Run 1, clock nets:
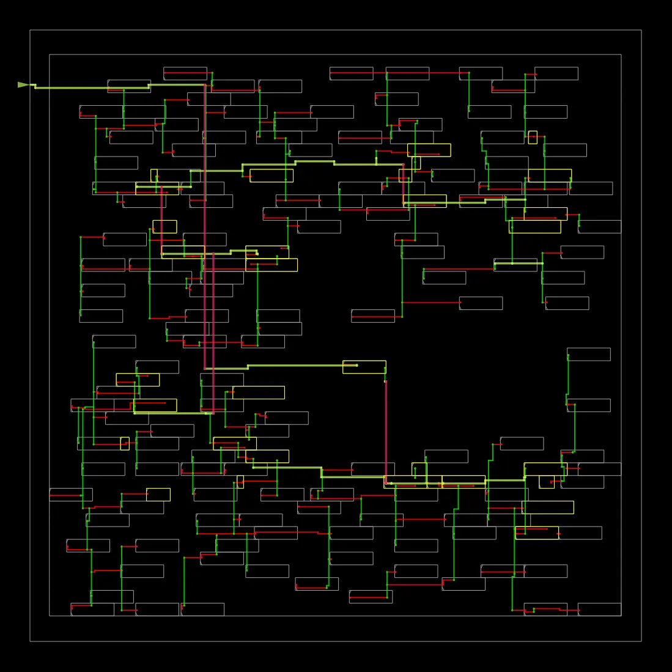
Run 1, clock distribution:
Scale: 2 px per um.
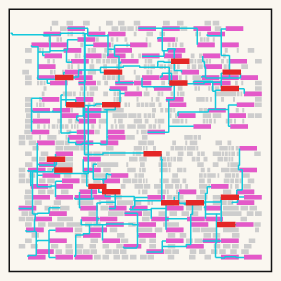
Run 1, PDN straps and rails:
Scale: 3 px per um. Pins as bars on the die edge.
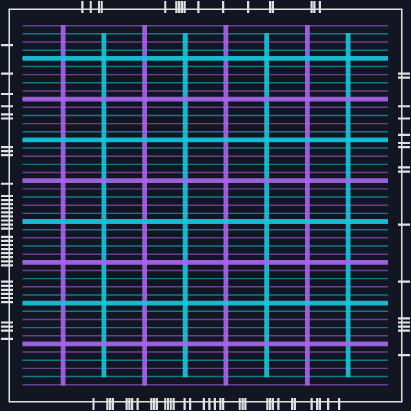
$ cat config.mk
export PLATFORM = sky130hd
export DESIGN_NAME = bitwise_unit_seq
export DESIGN_NICKNAME = d
export VERILOG_FILES = /design/src/rtl/bitwise_unit_seq.sv
export SDC_FILE = /design/constraint.sdc
export NUM_CORES = 1
export LEC_CHECK = 0
export CELL_PAD_IN_SITES_DETAIL_PLACEMENT = 0
export CELL_PAD_IN_SITES_GLOBAL_PLACEMENT = 1
export CORE_MARGIN = 4
export CORE_UTILIZATION = 46
export DETAILED_ROUTE_END_ITERATION = 16
export HOLD_SLACK_MARGIN = 0.03
export PLACE_DENSITY_LB_ADDON = 0.1
export SYNTH_ARGS = -nofsm -noshare
export SYNTH_HDL_FRONTEND = slang
export SYNTH_SLANG_ARGS = --single-unit
$ cat constraint.sdc
create_clock -name clk -period 11.95 [get_ports clk]
set_input_delay 2.39 -clock clk [delete_from_list [all_inputs] [get_ports clk]]
set_output_delay 2.39 -clock clk [all_outputs]
set_load 0.1 [all_outputs]
$ cat src/rtl/bitwise_unit_seq.sv
// rtl/bitwise_unit_seq.sv - chunk-serial bitwise logic unit, one CHUNK-bit slice per clock
// Operands and op are captured at start; res/zero/ones update only when the last slice lands.
module bitwise_unit_seq #(
  parameter int WIDTH = 32,
  parameter int CHUNK = 8
) (
  input  logic             clk,
  input  logic             rst,
  input  logic             start,
  input  logic [2:0]       op,
  input  logic [WIDTH-1:0] A,
  input  logic [WIDTH-1:0] B,
  output logic [WIDTH-1:0] res,
  output logic             zero,
  output logic             ones,
  output logic             busy,
  output logic             done
);

  localparam int N  = WIDTH / CHUNK;
  localparam int CW = (N > 1) ? $clog2(N) : 1;

  typedef enum logic [1:0] {IDLE, RUN, DONE} state_t;

  state_t           state_q;
  logic [WIDTH-1:0] a_q, b_q, acc_q, res_q;
  logic [2:0]       op_q;
  logic [CW-1:0]    cnt_q;
  logic             zero_q, ones_q, busy_q, done_q;

  logic [CHUNK-1:0] sa, sb, slice_d;
  logic [WIDTH-1:0] acc_d;
  logic             last_slice;
  int               base;

  always_comb begin
    base       = int'(cnt_q) * CHUNK;
    sa         = a_q[base +: CHUNK];
    sb         = b_q[base +: CHUNK];
    case (op_q)
      3'b000:  slice_d = sa & sb;
      3'b001:  slice_d = sa | sb;
      3'b010:  slice_d = sa ^ sb;
      3'b011:  slice_d = ~(sa | sb);
      3'b100:  slice_d = ~(sa & sb);
      3'b101:  slice_d = ~(sa ^ sb);
      3'b110:  slice_d = sa & ~sb;
      default: slice_d = sa;
    endcase
    // acc_d already holds the complete word on the last slice, so res loads from it directly
    acc_d             = acc_q;
    acc_d[base +: CHUNK] = slice_d;
    last_slice        = (cnt_q == CW'(N - 1));
  end

  always_ff @(posedge clk or posedge rst) begin
    if (rst) begin
      state_q <= IDLE;
      a_q     <= '0;
      b_q     <= '0;
      op_q    <= '0;
      cnt_q   <= '0;
      acc_q   <= '0;
      res_q   <= '0;
      zero_q  <= 1'b1;
      ones_q  <= 1'b0;
      busy_q  <= 1'b0;
      done_q  <= 1'b0;
    end else begin
      case (state_q)
        IDLE, DONE: begin
          done_q <= 1'b0;
          if (start) begin
            a_q     <= A;
            b_q     <= B;
            op_q    <= op;
            cnt_q   <= '0;
            acc_q   <= '0;
            busy_q  <= 1'b1;
            state_q <= RUN;
          end else begin
            state_q <= IDLE;
          end
        end
        RUN: begin
          acc_q <= acc_d;
          if (last_slice) begin
            res_q   <= acc_d;
            zero_q  <= (acc_d == '0);
            ones_q  <= &acc_d;
            busy_q  <= 1'b0;
            done_q  <= 1'b1;
            state_q <= DONE;
          end else begin
            cnt_q <= cnt_q + CW'(1);
          end
        end
        default: begin
          busy_q  <= 1'b0;
          done_q  <= 1'b0;
          state_q <= IDLE;
        end
      endcase
    end
  end

  assign res  = res_q;
  assign zero = zero_q;
  assign ones = ones_q;
  assign busy = busy_q;
  assign done = done_q;

endmodule
==> notes.md, run 1 <==
Implementation results are summarized by area below.

Clocking
The H-tree was split into 4 levels. The post-CTS setup buffer count is 0. The clock transition at the register clock pins on the worst setup and hold paths after CTS is 0.06 ns.

Synthesis
The top flip-flop cell by instance count after synthesis is dfrtp_1. The commonest cells after synthesis are dfrtp_1, nand2_1, o21ai_0. The dominant kind of combinational cell is multiplexers. The yosys warning tally is 0. Per Yosys stat, the portion of area used by sequential elements is around 50%. Per the synthesis report, the dominant area consumer among library cells is dfrtp_1. Each instance of the synthesized netlist takes up on average 11.3 um^2.

For reference, compound AND-OR and OR-AND cells occupy about an eighth of the area reported after synthesis. The xor/xnor cell area share of the yosys netlist is 1.02%.

Floorplan
In the floorplan report the effective utilization is between 40 and 50%. Pin placement for this block handled 106 I/O pins.

Layout
In the final layout, the share of cells above drive strength 1 is roughly a fifth. According to the finish report, the design has a final net count of roughly 800. The number of antenna diodes in the final layout is 0.

The library cell used most frequently in the layout, excluding fill and tap cells, is dfrtp_1. In the layout the commonest cells are dfrtp_1, clkdlybuf4s50_1, nand2_1. The finished layout cell area is 0.00869 mm^2.

Global routing
The number of antenna violations at the first check in global routing is 0.

Setup path
Broken down by cell family, the worst path's largest delay share belongs to buffers and inverters. The endpoint type of the worst setup path is a primary output. The reg-to-reg critical path startpoint is cnt_q[0]. The worst reg-to-reg path cell count is 10. Per STA, the highest per-stage delay on the worst path measures approximately 1.1 ns. Among all stages on the critical path, the largest delay is contributed by clkdlybuf4s50_1.

The critical path endpoint is zero.

STA
The relative slew slack is between 20% and 30%. Setup repair after global routing left no endpoint under its margin. The number of endpoints with negative hold slack in the final report is 0. The final report lists the setup-violating endpoint count as 0. Across all hold checks on the routed design, the worst slack comes to between 0.4 and 0.5 ns.

Pwr
Per the OpenROAD power report, leakage power amounts to 0.00363 uW. The largest voltage drop on the vdd net is 0.207 mV.

Route
The wire length recorded after detailed routing is roughly 17000 um. The final route contains slightly above 5000 vias.

Run status
The flow ran to the end, and the final reports show no timing, DRC or antenna violations.

Placement
The post-place instance area is slightly above 0.008 mm^2.

Flow run
The count of maximum capacitance violations is 0. The total tool warning count is between 40 and 50.
-- 'clock nets' (at the start) --
count of clock tree sinks: 138
number of buffers added by the clock tree synthesis step: 17

-- 'clock distribution' (at the start) --
[magenta] flip-flops | count: 138
[red] clock drivers | count: 17
[cyan] clock wires | length: 1840 um
flops lie: widely spread
source-to-sink clock delay at the later pin of the worst-skew pair: 0.42 ns
clock skew after layout: 0.0187 ns
power in the clock group: 562 uW

-- 'PDN straps and rails' (at the start) --
[cyan] VDD
[purple] VSS
signal pins: 106
rows: 44
DIE HEIGHT: 130 um
core area: 0.0146 mm^2

## run 1: worst min-delay path by stage
stage / start / end / slack (ns) / depth (start not counted)
finish: res[3] / res[3] / 0.48 / 2
floorplan: acc_q[14] / acc_q[14] / 0.44 / 2
global route: acc_q[0] / acc_q[0] / 0.51 / 2
CTS: acc_q[6] / acc_q[6] / 0.48 / 2
detailed placement: acc_q[14] / acc_q[14] / 0.47 / 2
global placement: acc_q[22] / acc_q[22] / 0.46 / 2
## run 1: per-stage QoR
step | std cells | setup slack [ns] | utilization [%]
finish | 898 | 7.47 | 59.6
global route | 898 | 7.43 | 59.6
CTS | 898 | 7.46 | 59.6
detailed placement | 866 | 7.43 | 55.2
global placement | 866 | 7.52 | 55.2
floorplan | 607 | 5.87 | -
## run 1: report_power, final
group          switching (uW)  total [uW]  leakage (uW)  internal [uW]
logic                     970        1540       0.00157            570
registers                 151         828       0.00175            677
clock network             201         562      0.000308            361
total                    1320        2930       0.00363           1610
## run 1: tightest hold or removal path, cell delays in order (launching register included)
cell and delay (ns):
dfrtp_1 0.34, nand2_1 0.05, o21ai_0 0.06
## run 1: per-layer routing
| layer | part of all wire, % | wire length, um | track usage (%) |
|---|---|---|---|
| met1 | 47 | 7960 | 30.9 |
| met4 | 0.82 | 138 | 5.08 |
| met2 | 46 | 7660 | 31.0 |
| met5 | 0 | 0 | 0 |
| met3 | 6.0 | 1010 | 6.06 |
## run 1: state kept, by name, summed over array words and instances (netlist names)
name and cells:
a_q 32, acc_q 32, b_q 32, res 32
op_q 3, cnt_q 2, state_q 2, busy 1
ones 1, zero 1
## run 1: area by class of cell
type / instances / area share [%]
clock buffer: 21 / 5.30
clock inverter: 11 / 1.94
inverter: 27 / 1.20
multi-input combinational: 406 / 36.5
sequential: 138 / 39.8
tap: 184 / 2.65
timing repair buffer: 111 / 12.6
## Run 2: what changed since run 1
--- a/config.mk
+++ b/config.mk
@@ -8,7 +8,7 @@
 export CELL_PAD_IN_SITES_DETAIL_PLACEMENT = 0
 export CELL_PAD_IN_SITES_GLOBAL_PLACEMENT = 1
 export CORE_MARGIN = 4
-export CORE_UTILIZATION = 46
+export CORE_UTILIZATION = 39
 export DETAILED_ROUTE_END_ITERATION = 16
 export HOLD_SLACK_MARGIN = 0.03
 export PLACE_DENSITY_LB_ADDON = 0.1
==> constraint.sdc (replaced) <==
create_clock -name clk -period 3.8 [get_ports clk]
set_input_delay 0.76 -clock clk [delete_from_list [all_inputs] [get_ports clk]]
set_output_delay 0.76 -clock clk [all_outputs]
set_load 0.1 [all_outputs]
==> run 2 against run 1 <==
Net effect:
- sequential share of layout area is 0.69 points lower
- clock-buffer cell count is 3 lower
- via count is 0.91% higher
- critical path depth is 9 higher
- largest power group unchanged
- final cell count is 5.6% higher
- non-clock buffer count is 9 higher
- wire length is 6.1% higher
- register-to-register slack worse by 7.8 ns
- sequential cell count stayed put
- largest cell class unchanged
- global-route usage is 2.5 points lower
==> notes.md, run 2 <==
Implementation results are summarized by area below.

Run status
The run finished with clean final reports.

Synthesis
Counting flops and latches in the post-synthesis netlist gives 138. The top flip-flop cell by instance count after synthesis is dfrtp_1. The biggest area consumer among synthesized cells is dfrtp_1.

The fraction of the yosys area taken by sequential cells is 50.2% (unchanged). The yosys warning tally came to 0 (unchanged). The average footprint of a synthesized cell was 11.3 um^2 (unchanged). For reference, the top cells by count after synthesis are dfrtp_1, nand2_1, o21ai_0.

Placement
The worst setup slack after placement was 0.385 ns (-7.04 ns). The post-place instance area is 0.00820 mm^2 (+1.8%).

STA
Setup repair after global routing left no endpoint under its margin. The count of final setup violators is 0 (unchanged). The setup slack of the critical path after layout is 0.346 ns (-7.13 ns).

The relative slew slack came to 34.3% (+13 points). The largest clock skew in the final design is 0.00946 ns (-0.00921 ns). The number of endpoints with negative hold slack in the final report is 0 (unchanged).

Pwr
The leakage power is 0.00368 uW (+1.3%). The largest voltage drop on the vdd net is 0.580 mV (+180%).

Clocking
The clock transition at the register clock pins on the worst setup and hold paths after CTS is 0.06 ns (about the same). The TritonCTS clock tree is yes. The clock insertion delay at the later pin of the skew report was 0.42 ns (about the same). The number of H-tree levels is 4 (unchanged). The TritonCTS sink count is 138 (unchanged). The post-CTS setup buffer count is 0 (unchanged).

Layout
Leaving out fill and tap cells, the most frequent cells in the layout are dfrtp_1, clkdlybuf4s50_1, nand2_1. The number of diodes added for antenna fixing came to 0 (unchanged). The net total in the final layout is 810 (+1.1%). The most common cell after layout, fill and taps aside is dfrtp_1. The proportion of layout cells with a drive suffix above 1 came to 19.9% (+1.1 points). The share of the core filled with cells is 51.1% (-8.4 points).

Floorplan
The top-level I/O count is 106 (unchanged). The pre-placement core utilization was 39.8% (-7.4 points).

Flow run
The count of maximum capacitance violations is 0 (unchanged). The total tool warning count is 49 (+4.3%).

Global routing
The number of antenna violations at the first check in global routing is 0 (unchanged). The layer flagged by global routing as most heavily used is met2. The routing usage on met3 is 4.82% (-1.2 points). The final global-route overflow total is 0. The met2 usage is 27.8% (-3.2 points). The met1 track demand over resource in global routing is 27.1% (-3.8 points).

Setup path
The biggest cell delay along the critical path is 0.66 ns (-0.47 ns). The family with the most delay on the worst path is AND-OR/OR-AND gates. The worst setup path is captured at a flop. The critical-path cell with the highest stage delay is dfrtp_1.

Route
Once detail routing completed, the nets flagged for antenna violations numbered 0. The wire length on met2 is 8040 um (+5.0%). The overall routed net length is 17800 um (+6.1%). The top routing layer in use is met4. The met3 wire length was 920 um (-8.8%).
==> run 2: cell counts after synthesis <==
No cell type changed its count.
==> run 2: final cells by class <==
class / instances / area [um^2] / area share, %
clock buffers: 18 / 429 / 4.85
clock inverters: 14 / 208 / 2.35
well taps: 225 / 282 / 3.18
repair buffers: 120 / 1190 / 13.4
inverters: 27 / 105 / 1.19
multi-input cells: 406 / 3170 / 35.9
flip-flops and latches: 138 / 3450 / 39.1
==> run 2: final timing paths <==
check,to,slack [ns],from,cells past startpoint
max,ones,0.35,cnt_q[1],10
min,res[1],0.47,res[1],2
max reg2reg,ones,0.35,cnt_q[1],10
min reg2reg,res[1],0.47,res[1],2
max in group asynchronous,acc_q[31],2.35,rst,3
min in group asynchronous,a_q[10],0.91,rst,3
==> run 2: worst register-to-register path: cells and delay by family, from the launching register on <==
kind                     cells  cell delay, ns
multiplexers                 1            0.38
AND/OR/NAND/NOR              2            0.47
buffers and inverters        2            0.38
adder cells (fa/ha/maj)      1            0.25
flip-flops                   1            0.66
AND-OR/OR-AND                4            1.23
==> run 2: metrics by stage <==
stage / hold slack (ns) / cells
6_report: 0.474 / 948
5_1_grt: 0.494 / 948
4_1_cts: 0.485 / 948
3_5_place_dp: 0.470 / 916
3_3_place_gp: 0.457 / 916
2_1_floorplan: 0.442 / 607
==> run 2: logic make-up after synthesis <==
logic type / count (synthesis) / share of synthesized area, %
flip-flops: 138 / 50.2
XOR/XNOR: 8 / 1.02
AND-OR/OR-AND: 140 / 13.2
multiplexers: 84 / 16.3
adder cells (fa/ha/maj): 30 / 5.45
AND/OR/NAND/NOR: 144 / 9.98
buffers and inverters: 63 / 3.83
==> run 2: power breakdown <==
part	internal, uW	total (uW)	switching [uW]
sequential	2130	2620	487
combinational	1870	4970	3110
clock	1120	1810	688
total	5110	9390	4280
Run 2, PDN straps and rails:
Scale: 3 px per um. Pins as bars on the die edge.
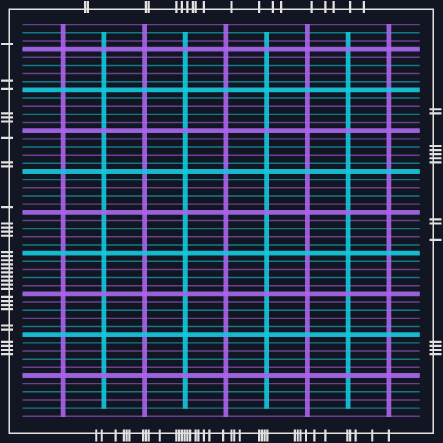
[cyan] VDD
[purple] VSS
rows: 48
met5 straps: 9
DIE HEIGHT: 141 um
core area: 0.0173 mm^2
Chip Width: 141 um

No activity file was given, so power comes from the tool's default toggle rates.
